$ cat config.mk
export PLATFORM = sky130hd
export DESIGN_NAME = ps2_scancode_rx_flat
export DESIGN_NICKNAME = d
export VERILOG_FILES = /design/src/rtl/ps2_scancode_rx_pkg.sv /design/src/rtl/ps2_scancode_rx_if.sv /design/src/rtl/ps2_line_filter.sv /design/src/rtl/ps2_scancode_rx.sv /design/src/flat_wrapper.sv
export SDC_FILE = /design/constraint.sdc
export NUM_CORES = 1
export LEC_CHECK = 0
export CORE_ASPECT_RATIO = 0.7
export CORE_MARGIN = 3
export CORE_UTILIZATION = 45
export CTS_BUF_LIST = sky130_fd_sc_hd__clkbuf_4 sky130_fd_sc_hd__clkbuf_8
export DETAILED_ROUTE_END_ITERATION = 8
export PLACE_DENSITY = 0.66
export SYNTH_ARGS = -nofsm -noshare
export SYNTH_HDL_FRONTEND = slang
export SYNTH_HIERARCHICAL = 1
export SYNTH_SLANG_ARGS = --single-unit
$ cat constraint.sdc
create_clock -name clk -period 2 [get_ports clk]
set_input_delay 0.2 -clock clk [delete_from_list [all_inputs] [get_ports clk]]
set_output_delay 0.2 -clock clk [all_outputs]
set_load 0.02 [all_outputs]
$ cat src/rtl/ps2_scancode_rx_pkg.sv
// Shared constants for the PS/2 scancode receiver: prefix bytes, arrow codes, frame FSM encoding.
// Latency: none; this file holds declarations only.
// Backpressure: none; this file holds declarations only.
package ps2_pkg;

    localparam logic [7:0] PS2_PREFIX_EXT = 8'hE0;
    localparam logic [7:0] PS2_PREFIX_BRK = 8'hF0;

    localparam logic [7:0] PS2_LEFT  = 8'h6B;
    localparam logic [7:0] PS2_RIGHT = 8'h74;
    localparam logic [7:0] PS2_UP    = 8'h75;
    localparam logic [7:0] PS2_DOWN  = 8'h72;

    // start + 8 data + parity + stop
    localparam int PS2_FRAME_LEN = 11;

    typedef enum logic [1:0] {
        IDLE  = 2'd0,
        SHIFT = 2'd1,
        CHECK = 2'd2
    } ps2_state_t;

endpackage

$ cat src/rtl/ps2_scancode_rx_if.sv
// Scancode event bundle from the PS/2 receiver to the key consumer.
// Latency: none; wires only.
// Backpressure: none; the consumer must take each strobed event in its cycle.
interface ps2_scancode_rx_if;
    logic [7:0] keyboardCode;
    logic       ps2_ready;
    logic       ps2_ext;
    logic       ps2_break;
    logic       frame_err;

    modport master (output keyboardCode, ps2_ready, ps2_ext, ps2_break, frame_err);
    modport slave  (input  keyboardCode, ps2_ready, ps2_ext, ps2_break, frame_err);
endinterface

$ cat src/rtl/ps2_line_filter.sv
// Synchronizes raw ps2_clk/ps2_data, debounces the clock line and pulses fe on its filtered falling edge.
// Latency: fe appears 2 sync + FILTER_LEN filter + 1 register cycles after a clean raw falling edge.
// Backpressure: none; the lines are sampled every cycle.
module ps2_line_filter #(
    parameter int FILTER_LEN = 8
) (
    input  logic clk,
    input  logic rst,
    input  logic ps2_clk,
    input  logic ps2_data,
    output logic fe,
    output logic data_s
);

    localparam int CW = $clog2(FILTER_LEN + 1);

    logic [1:0]    clk_sync;
    logic [1:0]    dat_sync;
    logic          clk_filt;
    logic [CW-1:0] cnt;

    assign data_s = dat_sync[1];

    // Two-stage synchronizers; the idle PS/2 bus is high, so reset to 1.
    always_ff @(posedge clk or negedge rst) begin
        if (!rst) begin
            clk_sync <= 2'b11;
            dat_sync <= 2'b11;
        end else begin
            clk_sync <= {clk_sync[0], ps2_clk};
            dat_sync <= {dat_sync[0], ps2_data};
        end
    end

    // The filtered level changes only after FILTER_LEN consecutive opposite samples; fe marks a 1->0 change.
    always_ff @(posedge clk or negedge rst) begin
        if (!rst) begin
            clk_filt <= 1'b1;
            cnt      <= '0;
            fe       <= 1'b0;
        end else begin
            fe <= 1'b0;
            if (clk_sync[1] == clk_filt) begin
                cnt <= '0;
            end else if (cnt == CW'(FILTER_LEN - 1)) begin
                clk_filt <= clk_sync[1];
                cnt      <= '0;
                fe       <= ~clk_sync[1];
            end else begin
                cnt <= cnt + 1'b1;
            end
        end
    end

endmodule

$ cat src/rtl/ps2_scancode_rx.sv
// PS/2 device-to-host receiver: deframes 11-bit frames, folds E0/F0 prefixes into flags, strobes one event per key action.
// Latency: ps2_ready/frame_err rise the cycle after the stop-bit fe cycle; keyboardCode/ps2_ext/ps2_break then hold.
// Backpressure: none; events are strobes. Build option PS2_PARITY_CHECK_EN rejects frames with bad odd parity.
module ps2_scancode_rx
    import ps2_pkg::*;
#(
    parameter int FILTER_LEN  = 8,
    parameter int TIMEOUT_CYC = 100000
) (
    input  logic                clk,
    input  logic                rst,
    input  logic                ps2_clk,
    input  logic                ps2_data,
    ps2_scancode_rx_if.master   kb
);

    localparam logic [3:0]  LAST_BIT = 4'(PS2_FRAME_LEN - 1);
    localparam logic [19:0] TMO_LIM  = 20'(TIMEOUT_CYC - 1);

    logic       fe;
    logic       data_s;
    ps2_state_t state;
    logic [3:0] bit_cnt;
    logic [8:0] shreg;
    logic [9:0] frame_next;
    logic       ext_pend;
    logic       brk_pend;
    logic [19:0] tmo_cnt;
    logic       frame_ok;

    ps2_line_filter #(.FILTER_LEN(FILTER_LEN)) u_filter (
        .clk      (clk),
        .rst      (rst),
        .ps2_clk  (ps2_clk),
        .ps2_data (ps2_data),
        .fe       (fe),
        .data_s   (data_s)
    );

    // Bits enter at the top, so after the stop bit: [7:0] data, [8] parity, [9] stop.
    assign frame_next = {data_s, shreg};

    // Acceptance of the frame completing this cycle (only meaningful on the stop-bit fe).
    always_comb begin
        frame_ok = frame_next[9];
`ifdef PS2_PARITY_CHECK_EN
        frame_ok = frame_next[9] & (^frame_next[8:0]);
`endif
    end

    // Frame FSM with prefix folding, timeout and registered event outputs.
    always_ff @(posedge clk or negedge rst) begin
        if (!rst) begin
            state           <= IDLE;
            bit_cnt         <= '0;
            shreg           <= '0;
            ext_pend        <= 1'b0;
            brk_pend        <= 1'b0;
            tmo_cnt         <= '0;
            kb.keyboardCode <= '0;
            kb.ps2_ready    <= 1'b0;
            kb.ps2_ext      <= 1'b0;
            kb.ps2_break    <= 1'b0;
            kb.frame_err    <= 1'b0;
        end else begin
            kb.ps2_ready <= 1'b0;
            kb.frame_err <= 1'b0;
            case (state)
                IDLE: begin
                    tmo_cnt <= '0;
                    bit_cnt <= '0;
                    if (fe && !data_s) begin
                        state   <= SHIFT;
                        bit_cnt <= 4'd1;
                    end
                end
                SHIFT: begin
                    if (fe) begin
                        tmo_cnt <= '0;
                        shreg   <= frame_next[9:1];
                        bit_cnt <= bit_cnt + 4'd1;
                        if (bit_cnt == LAST_BIT) begin
                            state <= CHECK;
                            if (!frame_ok) begin
                                kb.frame_err <= 1'b1;
                                ext_pend     <= 1'b0;
                                brk_pend     <= 1'b0;
                            end else if (frame_next[7:0] == PS2_PREFIX_EXT) begin
                                ext_pend <= 1'b1;
                            end else if (frame_next[7:0] == PS2_PREFIX_BRK) begin
                                brk_pend <= 1'b1;
                            end else begin
                                kb.keyboardCode <= frame_next[7:0];
                                kb.ps2_ext      <= ext_pend;
                                kb.ps2_break    <= brk_pend;
                                kb.ps2_ready    <= 1'b1;
                                ext_pend        <= 1'b0;
                                brk_pend        <= 1'b0;
                            end
                        end
                    end else if (tmo_cnt >= TMO_LIM) begin
                        // Keyboard stopped clocking mid-frame: drop it.
                        state        <= IDLE;
                        tmo_cnt      <= '0;
                        kb.frame_err <= 1'b1;
                        ext_pend     <= 1'b0;
                        brk_pend     <= 1'b0;
                    end else begin
                        tmo_cnt <= tmo_cnt + 20'd1;
                    end
                end
                CHECK: begin
                    state <= IDLE;
                end
                default: begin
                    state <= IDLE;
                end
            endcase
        end
    end

endmodule

$ cat src/flat_wrapper.sv
// flat-port wrapper written by rule: the top's interface ports become plain ports
module ps2_scancode_rx_flat import ps2_pkg::*;
#(
    parameter int FILTER_LEN  = 8,
    parameter int TIMEOUT_CYC = 100000
)
  (clk, rst, ps2_clk, ps2_data, kb_keyboardCode, kb_ps2_ready, kb_ps2_ext, kb_ps2_break, kb_frame_err);
  ps2_scancode_rx_if kb_i ();
  input  logic clk;
  input  logic rst;
  input  logic ps2_clk;
  input  logic ps2_data;
  output wire logic [$bits(kb_i.keyboardCode)-1:0] kb_keyboardCode;
  output wire logic [$bits(kb_i.ps2_ready)-1:0] kb_ps2_ready;
  output wire logic [$bits(kb_i.ps2_ext)-1:0] kb_ps2_ext;
  output wire logic [$bits(kb_i.ps2_break)-1:0] kb_ps2_break;
  output wire logic [$bits(kb_i.frame_err)-1:0] kb_frame_err;
  assign kb_keyboardCode = kb_i.keyboardCode;
  assign kb_ps2_ready = kb_i.ps2_ready;
  assign kb_ps2_ext = kb_i.ps2_ext;
  assign kb_ps2_break = kb_i.ps2_break;
  assign kb_frame_err = kb_i.frame_err;
  ps2_scancode_rx #(.FILTER_LEN(FILTER_LEN), .TIMEOUT_CYC(TIMEOUT_CYC)) u_core (.clk(clk), .rst(rst), .ps2_clk(ps2_clk), .ps2_data(ps2_data), .kb(kb_i));
endmodule
Run 1, met3 routing:
Drawn at 4 px/um.
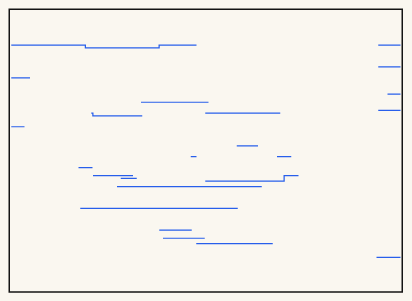
share of all routed wire: 5.2%
nets with wire on the layer: 19
wire length on this layer: 289 um
longest straight run: 39.1 um
main direction: horizontal

Run 1, register map, names as in the netlist:
Drawn at 6 px/um. Other sequential cells in the stronger grey, the rest of the logic in the fainter grey.
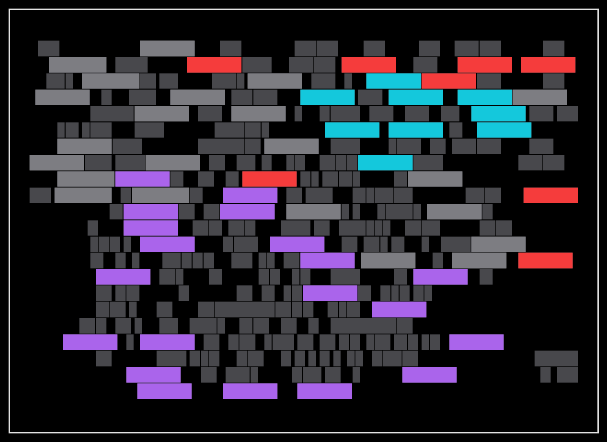
legend:
  purple:
    name_in_the_netlist: `u_core/tmo_cnt`
    placed_flops: 20
  cyan:
    name_in_the_netlist: `u_core/shreg`
    placed_flops: 9
  red:
    name_in_the_netlist: `u_core/kb.keyboardCode`
    placed_flops: 8
sequential-cell power consumption: 1.28 mW
Post-Route Utilization: 0.605
sequential portion of the cell area: 0.447
register cell area after layout: 0.00148 mm2

==> flow_metrics.rpt, run 1 <==
PHYSICAL IMPLEMENTATION REPORT
----------------------------------------------------
[Drt]
  Vias per cell ........................ 5.34
  Number of nets with antenna violations after routing ........................ 0
  DRC marker count from the first detailed-route iteration ........................ 203

[Logic synthesis]
  Synthesized area per cell ........................ 11.2 um2
  Summed standard-cell area reported by yosys ........................ 0.00266 mm2
  #FFs+latches synth ........................ 59
  Ys Warns ........................ 6
  Fraction of synthesized cell area taken by the top area cell type ........................ 0.508
  Async set or reset register ratio after synthesis ........................ 1.00

[Finish]
  Number of logic inverters in the finished layout ........................ 8
  Number of buffers outside the clock class in the layout ........................ 46
  Layout sequential cell count ........................ 59
  Total number of nets in the final design ........................ 293
  Multi-input gate share of the layout cell area ........................ 0.334
  Antenna diode instance count ........................ 0
  Clock buf count ........................ 12
  Top logic cell by instance count in the layout ........................ dfrtp_1
  Share of layout cells above drive strength 1 ........................ 0.276

[Global route]
  Initial antenna violation count ........................ 0
  Wire length of the first global-routing pass ........................ 9.33 mm

[Worst setup path]
  Crit Path Category ........................ reg -> reg
  Startpoint types ........................ register
  Top Family by Delay on Critical Path ........................ simple AND/OR/NAND/NOR gates
  Capture instance of the worst register-to-register path ........................ u_core/tmo_cnt[12]
  Stages on worst setup path ........................ 5
  Kind of end point of the critical path ........................ register
  R2r setup slk ........................ 0.06 ns
  Launch point of the critical path ........................ u_core/tmo_cnt[14]
  Reg2reg start ........................ u_core/tmo_cnt[14]
  Capture point of the worst path ........................ u_core/tmo_cnt[12]

[Worst hold path]
  Startpoint of the tightest hold check path ........................ ps2_clk
  Worst hold path class ........................ in -> reg

[Clock network]
  Clock tree root driver cell ........................ clkbuf_8
  Clock insertion delay at the later pin of the skew report ........................ 0.33 ns
  Total clock buffers created by CTS ........................ 9
  Number of post-CTS setup repair buffers ........................ 0

[Final timing]
  Minimum period implied by the final worst setup slack ........................ 1.94 ns
  Final-report hold violation count ........................ 0
  Worst max-slew margin expressed relative to the limit ........................ 0.669
  Worst Setup Slack, final ........................ 0.0610 ns

[Outcome]
  Run status ........................ finished, final reports clean

[Floorplanning]
  Floorplan Core Area ........................ 0.00548 mm2
  Vertical extent of the die ........................ 70.3 um
  Initial Util ........................ 0.486

[Place]
  Dpl hpwl ........................ 3.76 mm

[Power]
  Sw power ........................ 0.569 mW
  Design internal power ........................ 1.98 mW
  Clock power frac ........................ 0.444
  Comb power ........................ 0.140 mW
  Switching share of total power ........................ 0.223

[Run]
  Max-cap viol count ........................ 0

----------------------------------------------------
Run 1, cell outlines without signal wires:
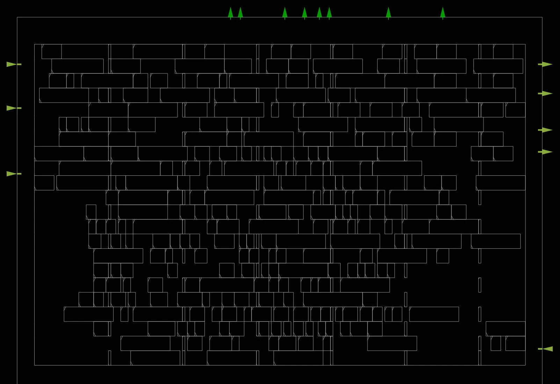
filler instances: 449
total number of tap cells: 72
number of core rows: 22

Run 1, metal layers overlaid:
Drawn at 4 px/um. Only two layers are drawn.
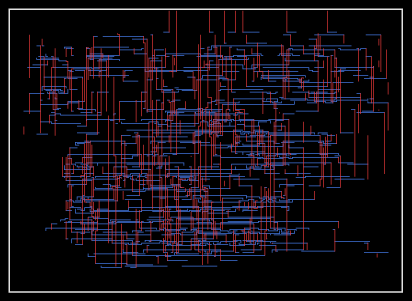
legend:
  red:
    layer: metal 2
    wire_length: 2330 um
  blue:
    layer: metal 1
    wire_length: 2880 um
final routed wirelength across all metal layers: 5.52 mm
total vias in the final route: 1934
Global Route Usage Sum: 0.173
routed wirelength normalized by instance count: 15.3 um

run 1: through the flow:
step                hold WS [ns]  total power, mW  instance area (um2)  setup TNS, ns
floorplan                -0.0956             1.38                 2660              0
global placement           0.230             1.43                 3070              0
detailed placement         0.232             1.44                 3070         -0.376
CTS                        0.255             2.58                 3300              0
global route               0.270             2.65                 3310        -0.0296
finish                     0.275             2.55                 3310              0
run 1: flip-flops by register name, indices dropped and copies added (netlist names), 2 cells and up:
register / flops
u_core/bit_cnt: 4
u_core/u_filter/dat_sync: 2
u_core/state: 2
u_core/kb.keyboardCode: 8
u_core/u_filter/cnt: 4
u_core/tmo_cnt: 20
u_core/u_filter/clk_sync: 2
u_core/shreg: 9
run 1: metal layers:
layer  track usage  vias up  share of wire
met5             0        -              0
met4        0.0614        0         0.0049
met3        0.0509        2          0.052
met2         0.234       42           0.42
met1         0.261      937           0.52
li1              -      953              -
run 1: synthesized netlist by cell type, drive strengths merged, types with 2 or more instances:
library cell and n:
nor2 14, o31ai 3, ha 4, buf 5, nor3b 2, xnor2 2, a22o 3, dfrtp 54
mux2 19, nand4b 2, nand2 24, a21o 5, clkbuf 4, o21ai 14, nor4 4, a21oi 7
nand4 3, nor3 10, nand3b 2, dfstp 5, and2 3, o21a 2, nand2b 2, nand3 15
or3 6, a31oi 5, o41ai 2, inv 8
run 1: cells by family (layout without fill, tap and decap cells):
| kind of cell | Yosys count | count (layout) | synth area share |
|---|---|---|---|
| buf+inv | 17 | 70 | 0.0310 |
| fa+ha+maj | 4 | 4 | 0.0188 |
| simple gates | 88 | 88 | 0.179 |
| flops | 59 | 59 | 0.557 |
| xor+xnor | 2 | 2 | 0.00659 |
| mux | 20 | 20 | 0.0856 |
| compound gates | 47 | 47 | 0.121 |
==> run 2, diff against run 1 <==
--- a/config.mk
+++ b/config.mk
@@ -5,6 +5,7 @@
 export SDC_FILE = /design/constraint.sdc
 export NUM_CORES = 1
 export LEC_CHECK = 0
+export ABC_CLOCK_PERIOD_IN_PS = 2000
 export CORE_ASPECT_RATIO = 0.7
 export CORE_MARGIN = 3
 export CORE_UTILIZATION = 45
Run 2, metal layers overlaid:
Drawn at 4 px/um. Only two layers are drawn.
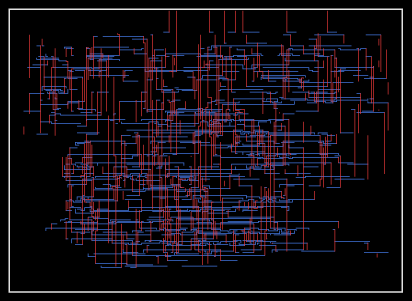
legend:
  blue:
    layer: metal 1
    wire_length: 2880 um
  red:
    layer: metal 2
    wire_length: 2330 um

==> flow_metrics.rpt, run 2 <==
PHYSICAL IMPLEMENTATION REPORT
----------------------------------------------------
[Global route]
  Wire length of the first global-routing pass ........................ 9.33 mm (unchanged)
  Met3 Use GR ........................ 0.0509 (unchanged)
  Vias in the first global route ........................ 1847
  GRT busiest layer ........................ met1
  Initial antenna violation count ........................ 0 (unchanged)
  Global Route Usage Sum ........................ 0.173 (unchanged)
  Met1 usage in global routing ........................ 0.261 (unchanged)
  Met2 global-route usage ........................ 0.234 (unchanged)

[Logic synthesis]
  Largest non-sequential cell family by area ........................ simple AND/OR/NAND/NOR gates
  Area share of fa/ha/maj cells after synthesis ........................ 0.0188 (unchanged)
  Fraction of synthesized cell area taken by the top area cell type ........................ 0.508 (unchanged)
  Summed standard-cell area reported by yosys ........................ 0.00266 mm2 (unchanged)
  Top cell type by instance count after synthesis ........................ dfrtp_1
  Ys Warns ........................ 6 (unchanged)
  Share of the synthesized netlist area taken by xor and xnor gates ........................ 0.00659 (unchanged)
  And+or+nand+nor area frac ........................ 0.179 (unchanged)
  Most used standard cells in the synthesized netlist ........................ 54 x dfrtp_1, 24 x nand2_1, 18 x mux2_2
  Total standard cell area after synthesis ........................ 0.00266 mm2
  Compound-Gate Fraction of Synth Area ........................ 0.121 (unchanged)
  Synthesized area per cell ........................ 11.2 um2 (unchanged)
  #FFs+latches synth ........................ 59 (unchanged)
  Net count after synthesis ........................ 245

[Final timing]
  Worst max-slew margin expressed relative to the limit ........................ 0.669 (unchanged)
  Tightest hold margin ........................ 0.275 ns (unchanged)
  Final-layout setup total negative slack ........................ 0 ns (unchanged)
  Post-Route Skew ........................ 0.00576 ns
  Worst Setup Slack, final ........................ 0.0610 ns (unchanged)
  Final-report hold violation count ........................ 0 (unchanged)
  Minimum period implied by the final worst setup slack ........................ 1.94 ns (unchanged)

[Finish]
  Max reg flops ........................ 20 (unchanged)
  Filler instances ........................ 449 (unchanged)
  Total number of nets in the final design ........................ 293 (unchanged)
  Layout Cell Area excl Fill ........................ 0.00331 mm2 (unchanged)
  Largest regs ........................ u_core/tmo_cnt (20), u_core/shreg (9), u_core/kb.keyboardCode (8)
  Post-Route Utilization ........................ 0.605 (unchanged)
  Antenna diode instance count ........................ 0 (unchanged)

[Worst setup path]
  Crit Path Category ........................ reg -> reg
  Startpoint types ........................ register
  Reg2reg start ........................ u_core/tmo_cnt[14]
  Kind of end point of the critical path ........................ register
  Capture instance of the worst register-to-register path ........................ u_core/tmo_cnt[12]
  Top Family by Delay on Critical Path ........................ simple AND/OR/NAND/NOR gates

[Clock network]
  Total clock buffers created by CTS ........................ 9 (unchanged)
  Clock insertion delay at the later pin of the skew report ........................ 0.33 ns (about the same)
  Clock tree root driver cell ........................ clkbuf_8

[Worst hold path]
  Startpoint of the tightest hold check path ........................ ps2_clk
  Worst hold path class ........................ in -> reg
  Hold-critical path endpoint ........................ u_core/u_filter/clk_sync[0]

[Floorplanning]
  Initial Util ........................ 0.486 (unchanged)
  Number of core rows ........................ 22 (unchanged)
  Vertical extent of the die ........................ 70.3 um (unchanged)
  # IOs ........................ 16

[Drt]
  Routed wirelength normalized by instance count ........................ 15.3 um (unchanged)
  DRC marker count from the first detailed-route iteration ........................ 203 (unchanged)
  Vias per cell ........................ 5.34 (unchanged)
  Final routed wirelength across all metal layers ........................ 5.52 mm (unchanged)
  Number of nets with antenna violations after routing ........................ 0 (unchanged)
  Total vias in the final route ........................ 1934 (unchanged)

[Run]
  Stage-log warning count ........................ 28
  Max-cap viol count ........................ 0 (unchanged)

[Outcome]
  Run status ........................ finished, final reports clean

[Power]
  Post-route total power ........................ 2.55 mW (unchanged)

[Place]
  Cell Area, Placed ........................ 0.00307 mm2 (unchanged)
  Dpl hpwl ........................ 3.76 mm (unchanged)

----------------------------------------------------
Run 2, cell outlines without signal wires:
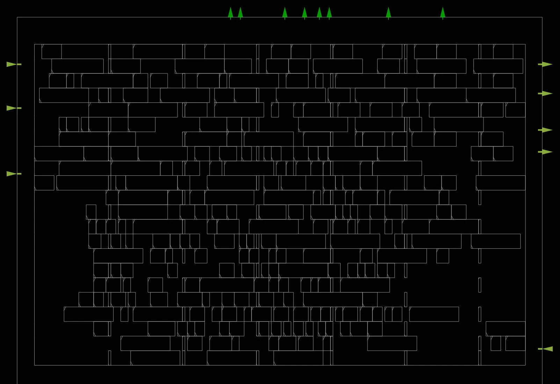
filler-free cell count of the finished design: 362
Floorplan Core Area: 0.00548 mm2
layout sequential cell count: 59

-- run 2: cell counts after synthesis --
No cell type changed its count.
-- run 2: final cells by class --
class / count / area [um2] / area share
Clock inverter: 4 / 47.5 / 0.0143
Multi-Input combinational cell: 161 / 1110 / 0.334
Timing Repair Buffer: 46 / 393 / 0.119
Tap cell: 72 / 90.1 / 0.0272
Clock buffer: 12 / 165 / 0.0498
Inverter: 8 / 30.0 / 0.00906
Sequential cell: 59 / 1480 / 0.447
-- run 2: repair_timing --
item	in CTS	in global routing
endpoints found under the hold margin	54	0
hold buffers	1	0
pin swaps	0	1
resized	1	0
endpoints found under the setup margin	7	7
buffers inserted	0	2
-- run 2: power breakdown --
group / switching [mW] / internal [mW]
sequential: 0.0367 / 1.24
combinational: 0.0716 / 0.0680
clock: 0.461 / 0.673
-- run 2: logic make-up (layout without fill, tap and decap cells) --
family / count (synthesis) / in the layout
compound gates: 47 / 47
simple gates: 88 / 88
xor+xnor: 2 / 2
flops: 59 / 59
fa+ha+maj: 4 / 4
mux: 20 / 20
buf+inv: 17 / 70
-- run 2: how the worst max path moves through the flow --
stage,from,to,depth (start not counted)
4_1_cts,u_core/tmo_cnt[0],u_core/tmo_cnt[12],7
2_1_floorplan,u_core/tmo_cnt[0],u_core/tmo_cnt[3],7
6_report,u_core/tmo_cnt[14],u_core/tmo_cnt[12],5
3_5_place_dp,u_core/tmo_cnt[14],u_core/tmo_cnt[10],6
5_1_grt,u_core/tmo_cnt[14],u_core/tmo_cnt[11],6
3_3_place_gp,u_core/tmo_cnt[14],u_core/tmo_cnt[10],6
-- run 2: metal layers --
metal / part of all wire / wire, um / up-vias
li1: - / - / 953
met2: 0.42 / 2330 / 42
met5: 0 / 0 / -
met3: 0.052 / 289 / 2
met4: 0.0049 / 27 / 0
met1: 0.52 / 2880 / 937
Run 2, met3 routing:
Drawn at 4 px/um.
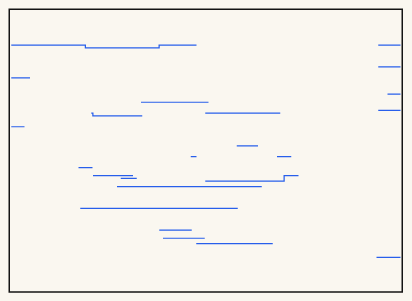

==> run 3, diff against run 2 <==
--- a/config.mk
+++ b/config.mk
@@ -12,6 +12,7 @@
 export CTS_BUF_LIST = sky130_fd_sc_hd__clkbuf_4 sky130_fd_sc_hd__clkbuf_8
 export DETAILED_ROUTE_END_ITERATION = 8
 export PLACE_DENSITY = 0.66
+export SETUP_SLACK_MARGIN = 0.4
 export SYNTH_ARGS = -nofsm -noshare
 export SYNTH_HDL_FRONTEND = slang
 export SYNTH_HIERARCHICAL = 1
Run 3, met3 routing:
Drawn at 4 px/um.
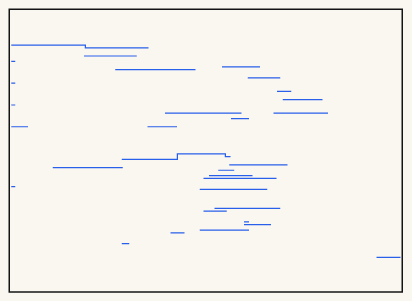
nets with wire on the layer: 23
wire length on this layer: 308 um
longest straight run: 19.8 um
total vias in the final route: 2085
final routed wirelength across all metal layers: 6.32 mm
met3 Use GR: 0.0709

==> flow_metrics.rpt, run 3 <==
PHYSICAL IMPLEMENTATION REPORT
----------------------------------------------------
[Final timing]
  Final-report hold violation count ........................ 0 (unchanged)
  Minimum period implied by the final worst setup slack ........................ 1.91 ns (-0.0332 ns)
  Worst max-slew margin expressed relative to the limit ........................ 0.588 (-0.0804)
  Worst Setup Slack, final ........................ 0.0942 ns (+0.0332 ns)

[Global route]
  Initial antenna violation count ........................ 0 (unchanged)
  Global Route Usage Sum ........................ 0.195 (+0.0218)
  Wire length of the first global-routing pass ........................ 10.5 mm (+12%)

[Finish]
  Register cell area after layout ........................ 0.00148 mm2 (unchanged)
  Antenna diode instance count ........................ 0 (unchanged)
  Max reg flops ........................ 20 (unchanged)
  Total number of nets in the final design ........................ 312 (+6.5%)
  Logic cell area ........................ 0.00132 mm2 (+19%)

[Logic synthesis]
  Synthesized area per cell ........................ 11.2 um2 (unchanged)
  Total standard cell area after synthesis ........................ 0.00266 mm2 (unchanged)
  Summed standard-cell area reported by yosys ........................ 0.00266 mm2 (unchanged)
  Most used standard cells in the synthesized netlist ........................ 54 x dfrtp_1, 24 x nand2_1, 18 x mux2_2
  Ys Warns ........................ 6 (unchanged)

[Floorplanning]
  Number of core rows ........................ 22 (unchanged)
  Floorplan Core Area ........................ 0.00548 mm2 (unchanged)
  # IOs ........................ 16 (unchanged)
  Vertical extent of the die ........................ 70.3 um (unchanged)

[Worst setup path]
  Startpoint types ........................ register
  Capture instance of the worst register-to-register path ........................ u_core/tmo_cnt[12]
  Top Family by Delay on Critical Path ........................ simple AND/OR/NAND/NOR gates
  Kind of end point of the critical path ........................ register

[Power]
  Design internal power ........................ 1.80 mW (-9.4%)
  Part of the total power dissipated in sequential elements ........................ 0.537 (+0.036)
  Switching share of total power ........................ 0.244 (+0.0209)
  Clk. pwr ........................ 0.950 mW (-20%)
  Post-route total power ........................ 2.37 mW (-6.9%)
  Clock power frac ........................ 0.400 (-0.044)
  Leading power group ........................ sequential cells

[Worst hold path]
  Startpoint of the tightest hold check path ........................ ps2_data
  Hold-critical path endpoint ........................ u_core/u_filter/dat_sync[0]
  Worst hold path class ........................ in -> reg

[Drt]
  Vias per cell ........................ 5.47 (+2.4%)
  Routed wirelength normalized by instance count ........................ 16.6 um (+8.8%)
  DRC marker count from the first detailed-route iteration ........................ 210 (+3.4%)

[Clock network]
  Number of post-CTS setup repair buffers ........................ 17 (+17)
  Post-cts hold buffer count ........................ 1 (unchanged)
  Total clock buffers created by CTS ........................ 9 (unchanged)
  Clock insertion delay at the later pin of the skew report ........................ 0.34 ns (about the same)

[Run]
  Max-cap viol count ........................ 0 (unchanged)

[Outcome]
  Run status ........................ finished, final reports clean

[Place]
  Dpl hpwl ........................ 3.81 mm (+1.1%)

----------------------------------------------------
Run 3, cell outlines without signal wires:
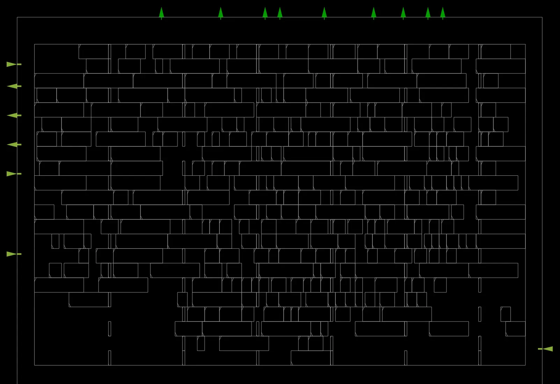
Post-Route Utilization: 0.670
filler-free cell count of the finished design: 381
filler instances: 406

==> run 3: cells by family after synthesis <==
kind of cell               Yosys count  share of synthesized area
AOI/OAI and AO/OA                   47                      0.121
and+or+nand+nor                     88                      0.179
muxes                               20                     0.0856
DFF                                 59                      0.557
buffers and inverters               17                     0.0310
xor gates and xnor gates             2                    0.00659
adders and majority gates            4                     0.0188
==> run 3: through the flow <==
step / instance area, um2 / hold slack [ns]
global placement: 3080 / 0.249
global route: 3670 / 0.255
finish: 3670 / 0.264
CTS: 3510 / 0.244
detailed placement: 3080 / 0.240
floorplan: 2710 / -0.0956
==> run 3: how the worst max path moves through the flow <==
stage	startpoint	endpoint	slack, ns	depth (start not counted)
2_1_floorplan	u_core/tmo_cnt[0]	u_core/tmo_cnt[3]	0.11	7
3_3_place_gp	u_core/tmo_cnt[14]	u_core/tmo_cnt[14]	-0.20	5
3_5_place_dp	u_core/tmo_cnt[14]	u_core/tmo_cnt[14]	-0.23	5
4_1_cts	u_core/tmo_cnt[11]	u_core/tmo_cnt[15]	0.06	6
5_1_grt	u_core/tmo_cnt[0]	u_core/tmo_cnt[12]	0.03	7
6_report	u_core/tmo_cnt[14]	u_core/tmo_cnt[12]	0.09	6
==> run 3: area by class of cell <==
cell class	instances	area share
Inverter	8	0.00818
Sequential cell	59	0.404
Multi-Input combinational cell	162	0.359
Clock inverter	6	0.0112
Clock buffer	10	0.0375
Timing Repair Buffer	64	0.155
Tap cell	72	0.0245
==> run 3: routing by layer <==
layer / global-route usage / vias up / part of all wire
met5: 0 / - / 0
met3: 0.0709 / 5 / 0.049
met2: 0.266 / 54 / 0.46
met1: 0.291 / 1030 / 0.49
met4: 0.0492 / 0 / 0.0063
li1: - / 996 / -

## Gallery

Cells coloured by class.
Drawn at 3 px/um.
image #1
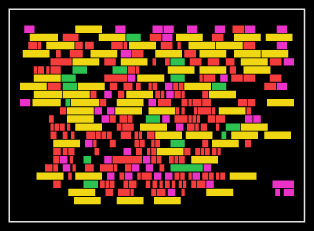
image #2
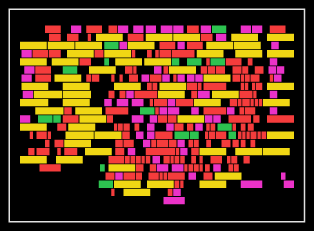
Image #1 comes from run 2.
Image #2 comes from run 3.

Power and IR drop assume default switching activity.
